### src/rtl/dvp_tx_if.sv
// Pixel-stream input and DVP bus output bundle for the dvp_tx camera model.
// The pixel source is the master; dvp_tx is the slave.
interface dvp_tx_if;
    logic [15:0] pixel;
    logic        pixel_vld;
    logic        pixel_sop;
    logic        pixel_eop;
    logic        pixel_rdy;
    logic        cmos_vsync;
    logic        cmos_href;
    logic [7:0]  cmos_dout;
    logic        frame_done;
    logic        underrun;
    logic        err;

    modport master (
        output pixel, pixel_vld, pixel_sop, pixel_eop,
        input  pixel_rdy, cmos_vsync, cmos_href, cmos_dout,
        input  frame_done, underrun, err
    );

    modport slave (
        input  pixel, pixel_vld, pixel_sop, pixel_eop,
        output pixel_rdy, cmos_vsync, cmos_href, cmos_dout,
        output frame_done, underrun, err
    );
endinterface

### src/rtl/dvp_tx.sv
// DVP transmitter: serialises a 16-bit pixel packet stream onto an 8-bit
// camera bus with vsync/href framing, high byte first.
module dvp_tx #(
    parameter int IMG_W     = 640,
    parameter int IMG_H     = 480,
    parameter int VSYNC_LEN = 50,
    parameter int VBP       = 50,
    parameter int HBLANK    = 10,
    parameter int VFP       = 50
) (
    input  logic    clk,
    input  logic    rst_n,
    input  logic    tx_en,
    dvp_tx_if.slave bus
);
    function automatic int cw(input int n);
        return (n <= 1) ? 1 : $clog2(n);
    endfunction

    function automatic int max2(input int a, input int b);
        return (a > b) ? a : b;
    endfunction

    localparam int TW = max2(max2(cw(VSYNC_LEN), cw(VBP)), max2(cw(HBLANK), cw(VFP)));
    localparam int SW = cw(2 * IMG_W);
    localparam int LW = cw(IMG_H);
    localparam int PW = cw(IMG_W * IMG_H);

    localparam logic [TW-1:0] VS_LAST   = TW'(VSYNC_LEN - 1);
    localparam logic [TW-1:0] VBP_LAST  = TW'(VBP - 1);
    localparam logic [TW-1:0] HB_LAST   = TW'(HBLANK - 1);
    localparam logic [TW-1:0] VFP_LAST  = TW'(VFP - 1);
    localparam logic [SW-1:0] SLOT_LAST = SW'(2 * IMG_W - 1);
    localparam logic [LW-1:0] LINE_LAST = LW'(IMG_H - 1);
    localparam logic [PW-1:0] PIX_LAST  = PW'(IMG_W * IMG_H - 1);

    typedef enum logic [2:0] {
        S_IDLE,
        S_VSYNC,
        S_VBP,
        S_LINE,
        S_HBLANK,
        S_VFP
    } state_t;

    state_t        state_q, state_d;
    logic [TW-1:0] tmr_q, tmr_d;
    logic [SW-1:0] slot_q, slot_d;
    logic [LW-1:0] line_q, line_d;
    logic [PW-1:0] pix_q, pix_d;
    logic          drain_q, drain_d;
    logic          first_q, first_d;
    logic [7:0]    lo_q, lo_d;

    logic          vsync_q, vsync_d;
    logic          href_q, href_d;
    logic [7:0]    dout_q, dout_d;
    logic          done_q, done_d;
    logic          und_q, und_d;
    logic          err_q, err_d;

    logic          rdy;
    logic          frame_start;
    logic          start;

    assign frame_start = tx_en & bus.pixel_vld & bus.pixel_sop;

    always_comb begin
        state_d = state_q;
        tmr_d   = tmr_q;
        slot_d  = slot_q;
        line_d  = line_q;
        pix_d   = pix_q;
        drain_d = drain_q;
        first_d = first_q;
        lo_d    = lo_q;
        vsync_d = 1'b0;
        href_d  = 1'b0;
        dout_d  = '0;
        done_d  = 1'b0;
        und_d   = 1'b0;
        err_d   = 1'b0;
        rdy     = 1'b0;
        start   = 1'b0;

        case (state_q)
            S_IDLE: begin
                // Non-sop pixels are swallowed to resync; the sop pixel stays put.
                rdy = tx_en & ~bus.pixel_sop;
                if (frame_start) begin
                    start = 1'b1;
                end
            end

            S_VSYNC: begin
                vsync_d = 1'b1;
                if (tmr_q == VS_LAST) begin
                    state_d = S_VBP;
                    tmr_d   = '0;
                end else begin
                    tmr_d = tmr_q + TW'(1);
                end
            end

            S_VBP: begin
                if (tmr_q == VBP_LAST) begin
                    state_d = S_LINE;
                    tmr_d   = '0;
                    slot_d  = '0;
                    line_d  = '0;
                end else begin
                    tmr_d = tmr_q + TW'(1);
                end
            end

            S_LINE: begin
                href_d = 1'b1;
                if (!slot_q[0]) begin
                    rdy   = ~drain_q;
                    pix_d = pix_q + PW'(1);
                    if (drain_q) begin
                        lo_d = '0;
                    end else if (bus.pixel_vld) begin
                        dout_d  = bus.pixel[15:8];
                        lo_d    = bus.pixel[7:0];
                        first_d = 1'b0;
                        if (bus.pixel_sop && !first_q) begin
                            err_d = 1'b1;
                        end
                        // Early eop blanks the rest of the frame so the next
                        // frame's pixels are left in the stream.
                        if (pix_q == PIX_LAST) begin
                            if (!bus.pixel_eop) begin
                                err_d = 1'b1;
                            end
                        end else if (bus.pixel_eop) begin
                            err_d   = 1'b1;
                            drain_d = 1'b1;
                        end
                    end else begin
                        und_d = 1'b1;
                        lo_d  = '0;
                    end
                end else begin
                    dout_d = lo_q;
                end

                if (slot_q == SLOT_LAST) begin
                    state_d = S_HBLANK;
                    tmr_d   = '0;
                end else begin
                    slot_d = slot_q + SW'(1);
                end
            end

            S_HBLANK: begin
                if (tmr_q == HB_LAST) begin
                    tmr_d = '0;
                    if (line_q == LINE_LAST) begin
                        state_d = S_VFP;
                    end else begin
                        state_d = S_LINE;
                        line_d  = line_q + LW'(1);
                        slot_d  = '0;
                    end
                end else begin
                    tmr_d = tmr_q + TW'(1);
                end
            end

            S_VFP: begin
                if (tmr_q == VFP_LAST) begin
                    done_d = 1'b1;
                    // A waiting sop is taken here so vsync directly follows
                    // frame_done on the bus instead of idling one extra cycle.
                    if (frame_start) begin
                        start = 1'b1;
                    end else begin
                        state_d = S_IDLE;
                        tmr_d   = '0;
                    end
                end else begin
                    tmr_d = tmr_q + TW'(1);
                end
            end

            default: begin
                state_d = S_IDLE;
                tmr_d   = '0;
            end
        endcase

        if (start) begin
            state_d = S_VSYNC;
            tmr_d   = '0;
            slot_d  = '0;
            line_d  = '0;
            pix_d   = '0;
            drain_d = 1'b0;
            first_d = 1'b1;
        end
    end

    always_ff @(posedge clk) begin
        if (!rst_n) begin
            state_q <= S_IDLE;
            tmr_q   <= '0;
            slot_q  <= '0;
            line_q  <= '0;
            pix_q   <= '0;
            drain_q <= 1'b0;
            first_q <= 1'b0;
            lo_q    <= '0;
            vsync_q <= 1'b0;
            href_q  <= 1'b0;
            dout_q  <= '0;
            done_q  <= 1'b0;
            und_q   <= 1'b0;
            err_q   <= 1'b0;
        end else begin
            state_q <= state_d;
            tmr_q   <= tmr_d;
            slot_q  <= slot_d;
            line_q  <= line_d;
            pix_q   <= pix_d;
            drain_q <= drain_d;
            first_q <= first_d;
            lo_q    <= lo_d;
            vsync_q <= vsync_d;
            href_q  <= href_d;
            dout_q  <= dout_d;
            done_q  <= done_d;
            und_q   <= und_d;
            err_q   <= err_d;
        end
    end

    assign bus.pixel_rdy  = rdy & rst_n;
    assign bus.cmos_vsync = vsync_q;
    assign bus.cmos_href  = href_q;
    assign bus.cmos_dout  = dout_q;
    assign bus.frame_done = done_q;
    assign bus.underrun   = und_q;
    assign bus.err        = err_q;
endmodule

### src/flat_wrapper.sv
// flat-port wrapper written by rule: the top's interface ports become plain ports
module dvp_tx_flat 
#(
    parameter int IMG_W     = 640,
    parameter int IMG_H     = 480,
    parameter int VSYNC_LEN = 50,
    parameter int VBP       = 50,
    parameter int HBLANK    = 10,
    parameter int VFP       = 50
)
  (clk, rst_n, tx_en, bus_pixel, bus_pixel_vld, bus_pixel_sop, bus_pixel_eop, bus_pixel_rdy, bus_cmos_vsync, bus_cmos_href, bus_cmos_dout, bus_frame_done, bus_underrun, bus_err);
  dvp_tx_if bus_i ();
  input  logic clk;
  input  logic rst_n;
  input  logic tx_en;
  input wire logic [$bits(bus_i.pixel)-1:0] bus_pixel;
  input wire logic [$bits(bus_i.pixel_vld)-1:0] bus_pixel_vld;
  input wire logic [$bits(bus_i.pixel_sop)-1:0] bus_pixel_sop;
  input wire logic [$bits(bus_i.pixel_eop)-1:0] bus_pixel_eop;
  output wire logic [$bits(bus_i.pixel_rdy)-1:0] bus_pixel_rdy;
  output wire logic [$bits(bus_i.cmos_vsync)-1:0] bus_cmos_vsync;
  output wire logic [$bits(bus_i.cmos_href)-1:0] bus_cmos_href;
  output wire logic [$bits(bus_i.cmos_dout)-1:0] bus_cmos_dout;
  output wire logic [$bits(bus_i.frame_done)-1:0] bus_frame_done;
  output wire logic [$bits(bus_i.underrun)-1:0] bus_underrun;
  output wire logic [$bits(bus_i.err)-1:0] bus_err;
  assign bus_i.pixel = bus_pixel;
  assign bus_i.pixel_vld = bus_pixel_vld;
  assign bus_i.pixel_sop = bus_pixel_sop;
  assign bus_i.pixel_eop = bus_pixel_eop;
  assign bus_pixel_rdy = bus_i.pixel_rdy;
  assign bus_cmos_vsync = bus_i.cmos_vsync;
  assign bus_cmos_href = bus_i.cmos_href;
  assign bus_cmos_dout = bus_i.cmos_dout;
  assign bus_frame_done = bus_i.frame_done;
  assign bus_underrun = bus_i.underrun;
  assign bus_err = bus_i.err;
  dvp_tx #(.IMG_W(IMG_W), .IMG_H(IMG_H), .VSYNC_LEN(VSYNC_LEN), .VBP(VBP), .HBLANK(HBLANK), .VFP(VFP)) u_core (.clk(clk), .rst_n(rst_n), .tx_en(tx_en), .bus(bus_i));
endmodule
### config.mk
export PLATFORM = sky130hd
export DESIGN_NAME = dvp_tx_flat
export DESIGN_NICKNAME = d
export VERILOG_FILES = /design/src/rtl/dvp_tx_if.sv /design/src/rtl/dvp_tx.sv /design/src/flat_wrapper.sv
export SDC_FILE = /design/constraint.sdc
export NUM_CORES = 1
export LEC_CHECK = 0
export ABC_CLOCK_PERIOD_IN_PS = 2300
export CAP_MARGIN = 20
export CORE_MARGIN = 2
export CORE_UTILIZATION = 58
export CTS_BUF_LIST = sky130_fd_sc_hd__clkbuf_4
export DETAILED_ROUTE_END_ITERATION = 16
export PLACE_DENSITY = 0.82
export SLEW_MARGIN = 20
export SYNTH_ARGS = -nofsm -noshare
export SYNTH_HDL_FRONTEND = slang
export SYNTH_SLANG_ARGS = --single-unit
### constraint.sdc
create_clock -name clk -period 2.3 [get_ports clk]
set_input_delay 0.46 -clock clk [delete_from_list [all_inputs] [get_ports clk]]
set_output_delay 0.46 -clock clk [all_outputs]
set_load 0.02 [all_outputs]
==> results.sh <==
# implementation run metrics
export IMPL_cts_tree="done"
export IMPL_drv_cap=0
export IMPL_fin_skew_ps=26.6
export IMPL_synthMostInstantiatedCell="dfxtp_1"
export IMPL_placed_cell_area_um2=3860
export IMPL_postCtsHoldBufs=0
export IMPL_initial_utilization_pct=60.5
export IMPL_drtIter0Drc=191
export IMPL_fin_nets=464
export IMPL_pin_count=36
export IMPL_root_buffer="clkbuf_4"
export IMPL_first_global_vias=2788
export IMPL_drc=0
export IMPL_edf_count=0
export IMPL_synth_nets=418
export IMPL_ys_seq_share_pct=42.1
export IMPL_p_int_w=0.00153
export IMPL_routabilityCongestion=0.839
export IMPL_min_path_type="reg2reg"
export IMPL_common_cells="dfxtp_1 (71), nor2_1 (55), nand2_1 (24), a21oi_1 (22), nor3_1 (21)"
export IMPL_aoi_share_pct=15.5
export IMPL_path_max_fanout=2
export IMPL_xor_share_pct=6.49
export IMPL_worst_pin_slew_ps=573
export IMPL_insertion_delay_ps=430
export IMPL_status="finished, final reports clean"
export IMPL_cts_buffers=9
export IMPL_dieArea_um2=6440
export IMPL_period_used_pct=92.6
export IMPL_grt_pass1_wl_mm=12.4
export IMPL_powerDensity_nw_per_um2=511
kinds of logic (layout without fill, tap and decap cells):
kind of cell    Yosys count  count (layout)
simple gates            180             180
compound gates           78              78
flops                    71              71
buf+inv                  29              80
xor+xnor                 25              25
fa+ha+maj                 5               5
mux                       3               3
cell type report:
| class | instances | area (um2) |
|---|---|---|
| timing repair buffer | 54 | 500 |
| fill | 442 | 1600 |
| clock buffer | 10 | 75.1 |
| multi-input combinational | 291 | 1810 |
| inverter | 10 | 37.5 |
| clock inverter | 6 | 37.5 |
| sequential | 71 | 1420 |
| tap | 72 | 90.1 |
flip-flops by register name, summed over array words and instances, names as in the netlist, 3 cells and up:
name,count
u_core.bus.cmos_dout,8
u_core.line_q,9
u_core.lo_q,8
u_core.pix_q,19
u_core.slot_q,11
u_core.state_q,3
u_core.tmr_q,6
worst max-delay path, cell delays in order, from the launching register on:
cell      delay, ps
dfxtp_1         330
and3b_1         230
nand2_1          70
or3_1           320
o21ai_0         100
clkbuf_2        200
per-layer routing:
metal  part of all wire [%]  up-vias  GRT usage (%)
li1                       -     1513              -
met1                     47     1417           30.7
met2                     47       79           41.0
met3                    5.2        7           4.83
met4                    1.1        0           10.8
met5                      0        -              0
power groups by stage:
stage | Clock (W) | Sequential (W) | Combinational, W
floorplan | 0 | 0.00126 | 0.0000505
global placement | 0 | 0.00126 | 0.000117
detailed placement | 0 | 0.00126 | 0.000118
CTS | 0.000691 | 0.00124 | 0.000119
global route | 0.000745 | 0.00124 | 0.000129
finish | 0.000672 | 0.00124 | 0.000118
repair_timing:
item                                    CTS  global route
endpoints found under the setup margin    1             1
setup buffers                             0             0
gates resized                             2             2
placed cells by master (no fill, tap or decap), types with 2 or more instances in the layout:
cell	instances
a211oi_1	3
a21oi_1	22
a22oi_1	17
and2_1	3
and3_1	3
and4_1	4
and4bb_2	2
buf_4	18
clkbuf_4	10
clkdlybuf4s50_1	34
clkinv_2	4
clkinv_4	2
dfxtp_1	71
ha_1	5
inv_1	10
mux2i_1	3
nand2_1	24
nand2b_1	7
nand3_1	16
nand3b_1	3
nand4_1	6
nand4b_1	4
nand4bb_1	2
nor2_1	55
nor3_1	21
nor3b_1	3
nor4_1	3
nor4bb_1	2
o21ai_0	15
o31ai_1	5
or3_1	11
or4_1	5
xnor2_1	18
xor2_1	7
worst paths after layout:
path / from / end / slack, ps / depth (start not counted)
max: u_core.state_q[2] / bus_pixel_rdy / 170 / 5
min: u_core.first_q / u_core.first_q / 480 / 2
max reg2reg: u_core.tmr_q[0] / u_core.slot_q[9] / 190 / 7
min reg2reg: u_core.first_q / u_core.first_q / 480 / 2
through the flow:
step / setup TNS [ps] / util, % / hold WS (ps) / instances / power [W]
after floorplan: 0 / - / 445 / 391 / 0.00132
after global placement: -189 / 69.3 / 455 / 498 / 0.00138
after detailed placement: -222 / 69.3 / 466 / 498 / 0.00138
after CTS: 0 / 71.3 / 481 / 514 / 0.00205
after global routing: 0 / 71.2 / 510 / 514 / 0.00211
final: 0 / 71.2 / 476 / 514 / 0.00203
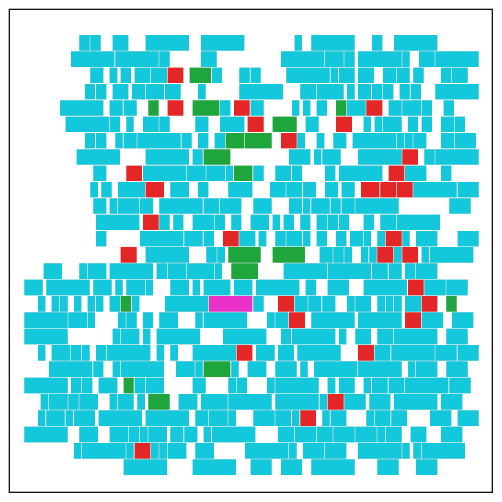
Fig. 1. Sizing map.
Scale: 6 px per um.
- _3 and _4 cells: red (cells 30; share 6.8%)
- _2 cells: green (cells 17; share 3.8%)
- _0 and _1 cells: cyan (cells 394; share 89%)
- _6 and larger: magenta (cells 1; share 0.23%)
P&R area growth vs syn: 17.7%
fin worst setup slack: 169 ps
Non-CTS buffers: 54

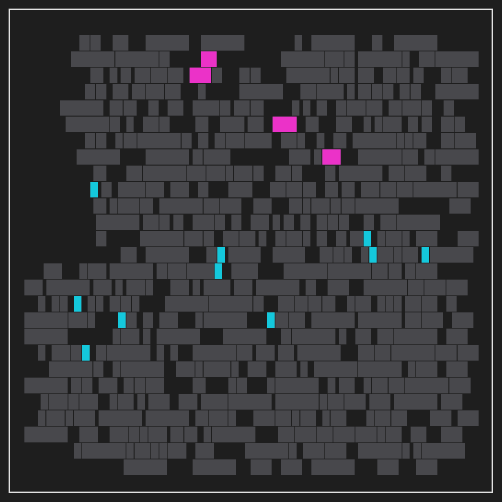
Fig. 2. Selected gate families.
Scale: 6 px per um.
- non-inverting ao/oa cells: magenta (cells 4; where north)
- inv cells: cyan (cells 10; most used inv_1)
fraction of area in multi-input gates: 45.5%
final cell count without fillers: 514
Top cell excl fill/tap: dfxtp_1

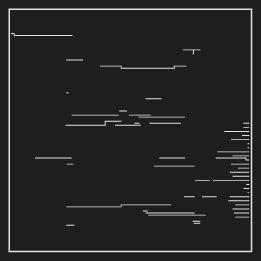
Fig. 3. Met3 routing.
Scale: 3 px per um.
- nets with wire on the layer: 42
- share of all routed wire: 5.2%
- main direction: horizontal
- wire length on this layer: 387 um
total wire length: 7.41 mm
routing usage on met3: 4.83%
Vias: 3016

Power figures rest on the tool's default switching activity, not on a simulated workload.
